## src/rtl/inc_arb_pkg.sv

```systemverilog
// Shared definitions for the increment-counter arbiter.
// Contents:
//   arb_state_e  - arbiter FSM state (IDLE, BUSY, HANDOFF)
//   COUNT_W_DEF  - default counter value width
//   idx_width()  - index width for a given requester count (never below 1)
package inc_arb_pkg;

    typedef enum logic [1:0] {
        IDLE    = 2'd0,
        BUSY    = 2'd1,
        HANDOFF = 2'd2
    } arb_state_e;

    localparam int unsigned COUNT_W_DEF = 16;

    function automatic int unsigned idx_width(input int unsigned n);
        return (n > 1) ? $clog2(n) : 1;
    endfunction

endpackage

```

## src/rtl/inc_arbiter_rr_pick.sv

```systemverilog
// Combinational round-robin picker.
// Scans req starting at (last+1) mod NREQ, upward with wrap, and returns the
// first set bit both as a one-hot vector and as an index.
// Ports:
//   req      - request vector
//   last     - index of the most recent winner
//   pick_oh  - one-hot winner (zero when no request)
//   pick_idx - winner index (zero when no request)
//   any      - at least one request is set
module rr_pick
    import inc_arb_pkg::*;
#(
    parameter int unsigned NREQ = 4,
    parameter int unsigned IW   = idx_width(NREQ)
) (
    input  logic [NREQ-1:0] req,
    input  logic [IW-1:0]   last,
    output logic [NREQ-1:0] pick_oh,
    output logic [IW-1:0]   pick_idx,
    output logic            any
);

    logic          found;
    logic [IW-1:0] cand;

    always_comb begin
        pick_oh  = '0;
        pick_idx = '0;
        found    = 1'b0;
        cand     = '0;
        any      = |req;
        // k = 1..NREQ visits every index once, ending on last itself.
        for (int unsigned k = 1; k <= NREQ; k++) begin
            cand = IW'((32'(last) + k) % NREQ);
            if (!found && req[cand]) begin
                found         = 1'b1;
                pick_oh[cand] = 1'b1;
                pick_idx      = cand;
            end
        end
    end

endmodule

```

## src/rtl/inc_arbiter.sv

```systemverilog
// Round-robin arbiter sharing one modulo-n increment counter between NREQ
// requesters. The owner's increment strobes gate the counter enable; each
// post-increment count is returned to its requester two cycles later.
// Optional feature: define INC_ARB_LOCK_EN to add a 'lock' input that
// suppresses burst-limit rotation while the owner holds it.
// Ports:
//   clock      - rising-edge clock
//   reset      - asynchronous active-low reset
//   req        - per-requester ownership request (level)
//   inc_req    - per-requester increment strobe (owner only)
//   lock       - (INC_ARB_LOCK_EN only) hold ownership past MAXBURST
//   grant      - one-hot ownership (registered)
//   enable     - counter enable (combinational)
//   count_in   - counter value
//   done       - one-cycle completion pulse
//   done_owner - requester index of the completed increment
//   done_count - post-increment counter value
module inc_arbiter
    import inc_arb_pkg::*;
#(
    parameter int unsigned NREQ     = 4,
    parameter int unsigned MAXBURST = 8,
    parameter int unsigned COUNT_W  = COUNT_W_DEF
) (
    input  logic                    clock,
    input  logic                    reset,
    input  logic [NREQ-1:0]         req,
    input  logic [NREQ-1:0]         inc_req,
`ifdef INC_ARB_LOCK_EN
    input  logic                    lock,
`endif
    output logic [NREQ-1:0]         grant,
    output logic                    enable,
    input  logic [COUNT_W-1:0]      count_in,
    output logic                    done,
    output logic [$clog2(NREQ)-1:0] done_owner,
    output logic [COUNT_W-1:0]      done_count
);

    localparam int unsigned IW = idx_width(NREQ);

    arb_state_e        state_q;
    logic [NREQ-1:0]   grant_q;
    logic [IW-1:0]     owner_q;
    logic [IW-1:0]     last_q;
    logic [7:0]        burst_q;
    logic              s1_valid_q;
    logic [IW-1:0]     s1_owner_q;
    logic              done_q;
    logic [IW-1:0]     done_owner_q;
    logic [COUNT_W-1:0] done_count_q;

    logic [NREQ-1:0]   pick_oh;
    logic [IW-1:0]     pick_idx;
    logic              pick_any;
    logic              owner_req;
    logic              competitor;
    logic              limit_hit;
    logic              lock_hold;
    logic [8:0]        burst_inc;

    rr_pick #(
        .NREQ (NREQ),
        .IW   (IW)
    ) u_pick (
        .req      (req),
        .last     (last_q),
        .pick_oh  (pick_oh),
        .pick_idx (pick_idx),
        .any      (pick_any)
    );

`ifdef INC_ARB_LOCK_EN
    assign lock_hold = lock;
`else
    assign lock_hold = 1'b0;
`endif

    assign owner_req  = req[owner_q];
    // req gates the strobe, so a simultaneous release and strobe does nothing.
    assign enable     = (state_q == BUSY) & grant_q[owner_q] & owner_req & inc_req[owner_q];
    assign competitor = |(req & ~grant_q);
    assign burst_inc  = {1'b0, burst_q} + 9'd1;
    assign limit_hit  = enable && (burst_inc == 9'(MAXBURST));

    always_ff @(posedge clock or negedge reset) begin
        if (!reset) begin
            state_q      <= IDLE;
            grant_q      <= '0;
            owner_q      <= '0;
            last_q       <= IW'(NREQ - 1);
            burst_q      <= '0;
            s1_valid_q   <= 1'b0;
            s1_owner_q   <= '0;
            done_q       <= 1'b0;
            done_owner_q <= '0;
            done_count_q <= '0;
        end else begin
            case (state_q)
                IDLE, HANDOFF: begin
                    burst_q <= '0;
                    if (pick_any) begin
                        grant_q <= pick_oh;
                        owner_q <= pick_idx;
                        last_q  <= pick_idx;
                        state_q <= BUSY;
                    end else begin
                        grant_q <= '0;
                        state_q <= IDLE;
                    end
                end
                BUSY: begin
                    if (!owner_req) begin
                        grant_q <= '0;
                        burst_q <= '0;
                        state_q <= HANDOFF;
                    end else if (limit_hit) begin
                        // Limit reached: rotate only if someone else is waiting.
                        burst_q <= '0;
                        if (competitor && !lock_hold) begin
                            grant_q <= '0;
                            state_q <= HANDOFF;
                        end
                    end else if (enable) begin
                        burst_q <= burst_q + 8'd1;
                    end
                end
                default: begin
                    grant_q <= '0;
                    burst_q <= '0;
                    state_q <= IDLE;
                end
            endcase

            // Completion pipeline: owner at t+1, counter value at t+2.
            s1_valid_q <= enable;
            s1_owner_q <= owner_q;
            done_q     <= s1_valid_q;
            if (s1_valid_q) begin
                done_owner_q <= s1_owner_q;
                done_count_q <= count_in;
            end
        end
    end

    assign grant      = grant_q;
    assign done       = done_q;
    assign done_owner = done_owner_q;
    assign done_count = done_count_q;

endmodule
```

## config.mk

```make
export PLATFORM = sky130hd
export DESIGN_NAME = inc_arbiter
export DESIGN_NICKNAME = d
export VERILOG_FILES = /design/src/rtl/inc_arb_pkg.sv /design/src/rtl/inc_arbiter_rr_pick.sv /design/src/rtl/inc_arbiter.sv
export SDC_FILE = /design/constraint.sdc
export NUM_CORES = 1
export LEC_CHECK = 0
export CORE_ASPECT_RATIO = 2
export CORE_MARGIN = 2
export CORE_UTILIZATION = 30
export DETAILED_ROUTE_END_ITERATION = 8
export GPL_TIMING_DRIVEN = 0
export SLEW_MARGIN = 25
export SYNTH_ARGS = -nofsm -noshare
export SYNTH_HDL_FRONTEND = slang
export SYNTH_SLANG_ARGS = --single-unit
```

## constraint.sdc

```tcl
create_clock -name clock -period 4.05 [get_ports clock]
set_clock_uncertainty 0.2 [all_clocks]
set_input_delay 0.6075 -clock clock [delete_from_list [all_inputs] [get_ports clock]]
set_output_delay 0.6075 -clock clock [all_outputs]
set_load 0.01 [all_outputs]
```

Fig. 1: routed metal, one color a layer
Bar = 20 um.
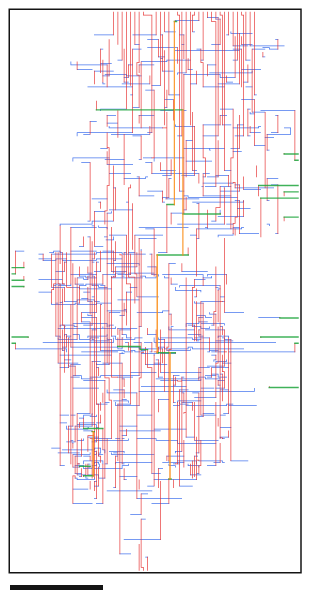
legend:
  orange:
    layer: metal 4
    wire_length: 129 um
  blue:
    layer: metal 1
    wire_length: 1,730 um
  green:
    layer: metal 3
    wire_length: 113 um
  red:
    layer: metal 2
    wire_length: 2,790 um

Fig. 2: wires at chosen ports, followed through buffers
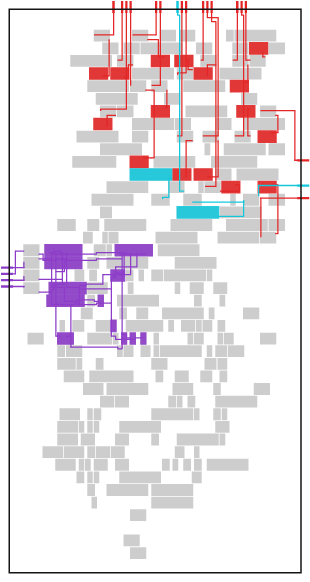
legend:
  cyan:
    port: `done_owner`
    direction: output
    end_cells: 2
    buffers: 2
    wire: 77.2 um
  red:
    port: `count_in`
    direction: input
    end_cells: 16
    buffers: 16
    wire: 416 um
  purple:
    port: `req`
    direction: input
    end_cells: 12
    buffers: 4
    wire: 270 um
IO buf count: 49
# IOs: 50

==> flow_summary_export.csv <==
group,metric,value,unit
final_layout,syn_to_final_growth,37.1,%
final_layout,nets,269,
pwr,peakVddDrop,0.289,mV
die,die_area,7580,um2
logic_synthesis,synth-main-ff-cell,"dfrtp_1",
clock_network,cts_buffers,5,
final_timing,relSlewSlack,64.1,%
global_routing,antenna_found_initial,0,
final_timing,setup_tns,0,ns
final_timing,hold_viol,0,
final_timing,fmax,0.288,GHz
final_layout,drive_gt1_share,18.3,%
final_timing,period_minus_slack,3.47,ns
global_routing,track_usage,13.1,%
outcome,status,"complete, no violations",
clock_network,clkLatencyLatePin,0.29,ns
placement,dp.final_hpwl,3670,um
worst_setup_path,r2r_cells,8,
logic_synthesis,syn_avg_cell_area,11.6,um2
routing,num_vias,1579,
final_timing,period_used_share,85.7,%
clock_network,hold_buffers,0,
logic_synthesis,yosysTopAreaCell,"dfrtp_1",
logic_synthesis,top_cell_area_share,46.2,%
routing,drcViolationCount,0,
logic_synthesis,yosys-top-cells-area,"dfrtp_1, mux2_2, mux4_2",
clock_network,cts_htree_levels,2,
final_layout,post-route-util,42.6,%
clock_network,clock-root-buffer,"clkbuf_16",
final_layout,diodes,0,
routing,drt-vias-per-instance,4.89,
placement,gp_congestion,0.862,
logic_synthesis,syn-cell-area,2060,um2
logic_synthesis,fp_nets,212,
final_timing,setup_viol,0,
clock_network,clkTransAtPathRegs,0.06,ns
placement,placed_cells,315,
global_routing,grt_max_degree,24,
final_timing,max_slew.worst_pin.slew,0.538,ns
clock_network,cts_buffer_depth,2,
clock_network,cts_resized,0,
worst_setup_path,timing.rr.end,"grant[2]",
logic_synthesis,synth-edff-count,0,
worst_setup_path,critPathKind,"in2out",
final_layout,fin_cells,323,
==> layout by cell type (no fill, tap or decap), types with 2 or more instances in the layout <==
cell,n
ha_1,9
xnor2_1,4
mux4_2,6
a21o_1,2
or3_1,3
o2bb2ai_1,4
a221oi_1,4
nor2b_1,2
nor2_1,6
dfrtp_1,38
clkdlybuf4s50_1,48
o22ai_1,2
nand2_1,19
buf_2,2
clkbuf_16,5
nor3_1,5
a21oi_1,7
o21ai_0,7
dfstp_2,2
a21boi_0,2
mux2_2,19
inv_1,12
clkbuf_1,5
nor4_1,2
==> worst max-delay path, stage by stage <==
cell             delay (ns)
clkdlybuf4s50_1        0.55
mux4_2                 0.52
nand3b_1               0.36
nor2_1                 0.13
clkdlybuf4s50_1        0.50
==> metrics by stage <==
stage / setup slack, ns / power [mW] / hold WS, ns
floorplan: 1.31 / 1.16 / 0.112
global placement: 0.586 / 1.48 / 0.166
detailed placement: 0.548 / 1.50 / 0.171
CTS: 0.552 / 1.89 / 0.0692
global route: 0.440 / 1.98 / 0.0898
finish: 0.577 / 1.87 / 0.0555
==> cells in the mapped netlist (2+ instances only) <==
master	number
a21boi_0	2
a21o_1	2
a21oi_1	7
a221oi_1	4
clkbuf_1	4
dfrtp_1	38
dfstp_2	2
ha_1	9
inv_1	12
mux2_2	19
mux4_2	6
nand2_1	19
nor2_1	6
nor2b_1	2
nor3_1	5
nor4_1	2
o21ai_0	7
o22ai_1	2
o2bb2ai_1	4
or3_1	3
xnor2_1	4
==> registers in the layout (all words and copies together) (netlist names) <==
name and flops:
done_owner 2, s1_valid_q 1, done_count 16, last_q 2, done 1, grant 4, burst_q 8, s1_owner_q 2
state_q 2, owner_q 2
==> how the worst max path moves through the flow <==
stage,from,end,slack (ns),cells past startpoint
3_5_place_dp,req[1],enable,0.55,5
5_1_grt,req[1],enable,0.44,5
2_1_floorplan,last_q[0],owner_q[1],1.31,8
6_report,req[3],enable,0.58,5
4_1_cts,req[1],enable,0.55,5
3_3_place_gp,req[1],enable,0.59,5
==> cell families after synthesis <==
| family | Yosys count | share of synthesized area, % |
|---|---|---|
| fa+ha+maj | 9 | 5.47 |
| mux | 25 | 17.0 |
| compound gates | 36 | 12.5 |
| simple gates | 45 | 10.9 |
| buf+inv | 18 | 3.71 |
| flops | 40 | 48.8 |
| xor+xnor | 4 | 1.70 |
==> power breakdown <==
group	total [mW]	switching, mW	internal, mW
Sequential	0.631	0.0965	0.535
Clock	0.387	0.160	0.227
Combinational	0.848	0.392	0.456
Total	1.87	0.648	1.22
==> layer usage <==
layer	vias up	global-route usage [%]	wire, um
li1	748	-	-
met1	789	13.2	1730
met2	31	24.7	2790
met3	11	2.13	112
met4	0	8.06	128
met5	-	0	0
==> layout make-up <==
class,count,area (um2)
Fill cell,676,3800
Sequential cell,40,1000
Multi-Input combinational cell,119,978
Timing Repair Buffer,50,513
Clock buffer,6,129
Tap cell,88,110
Inverter,12,45.0
Buffer,6,31.3
Clock inverter,2,12.5
Power is estimated from default activity; no workload was simulated.
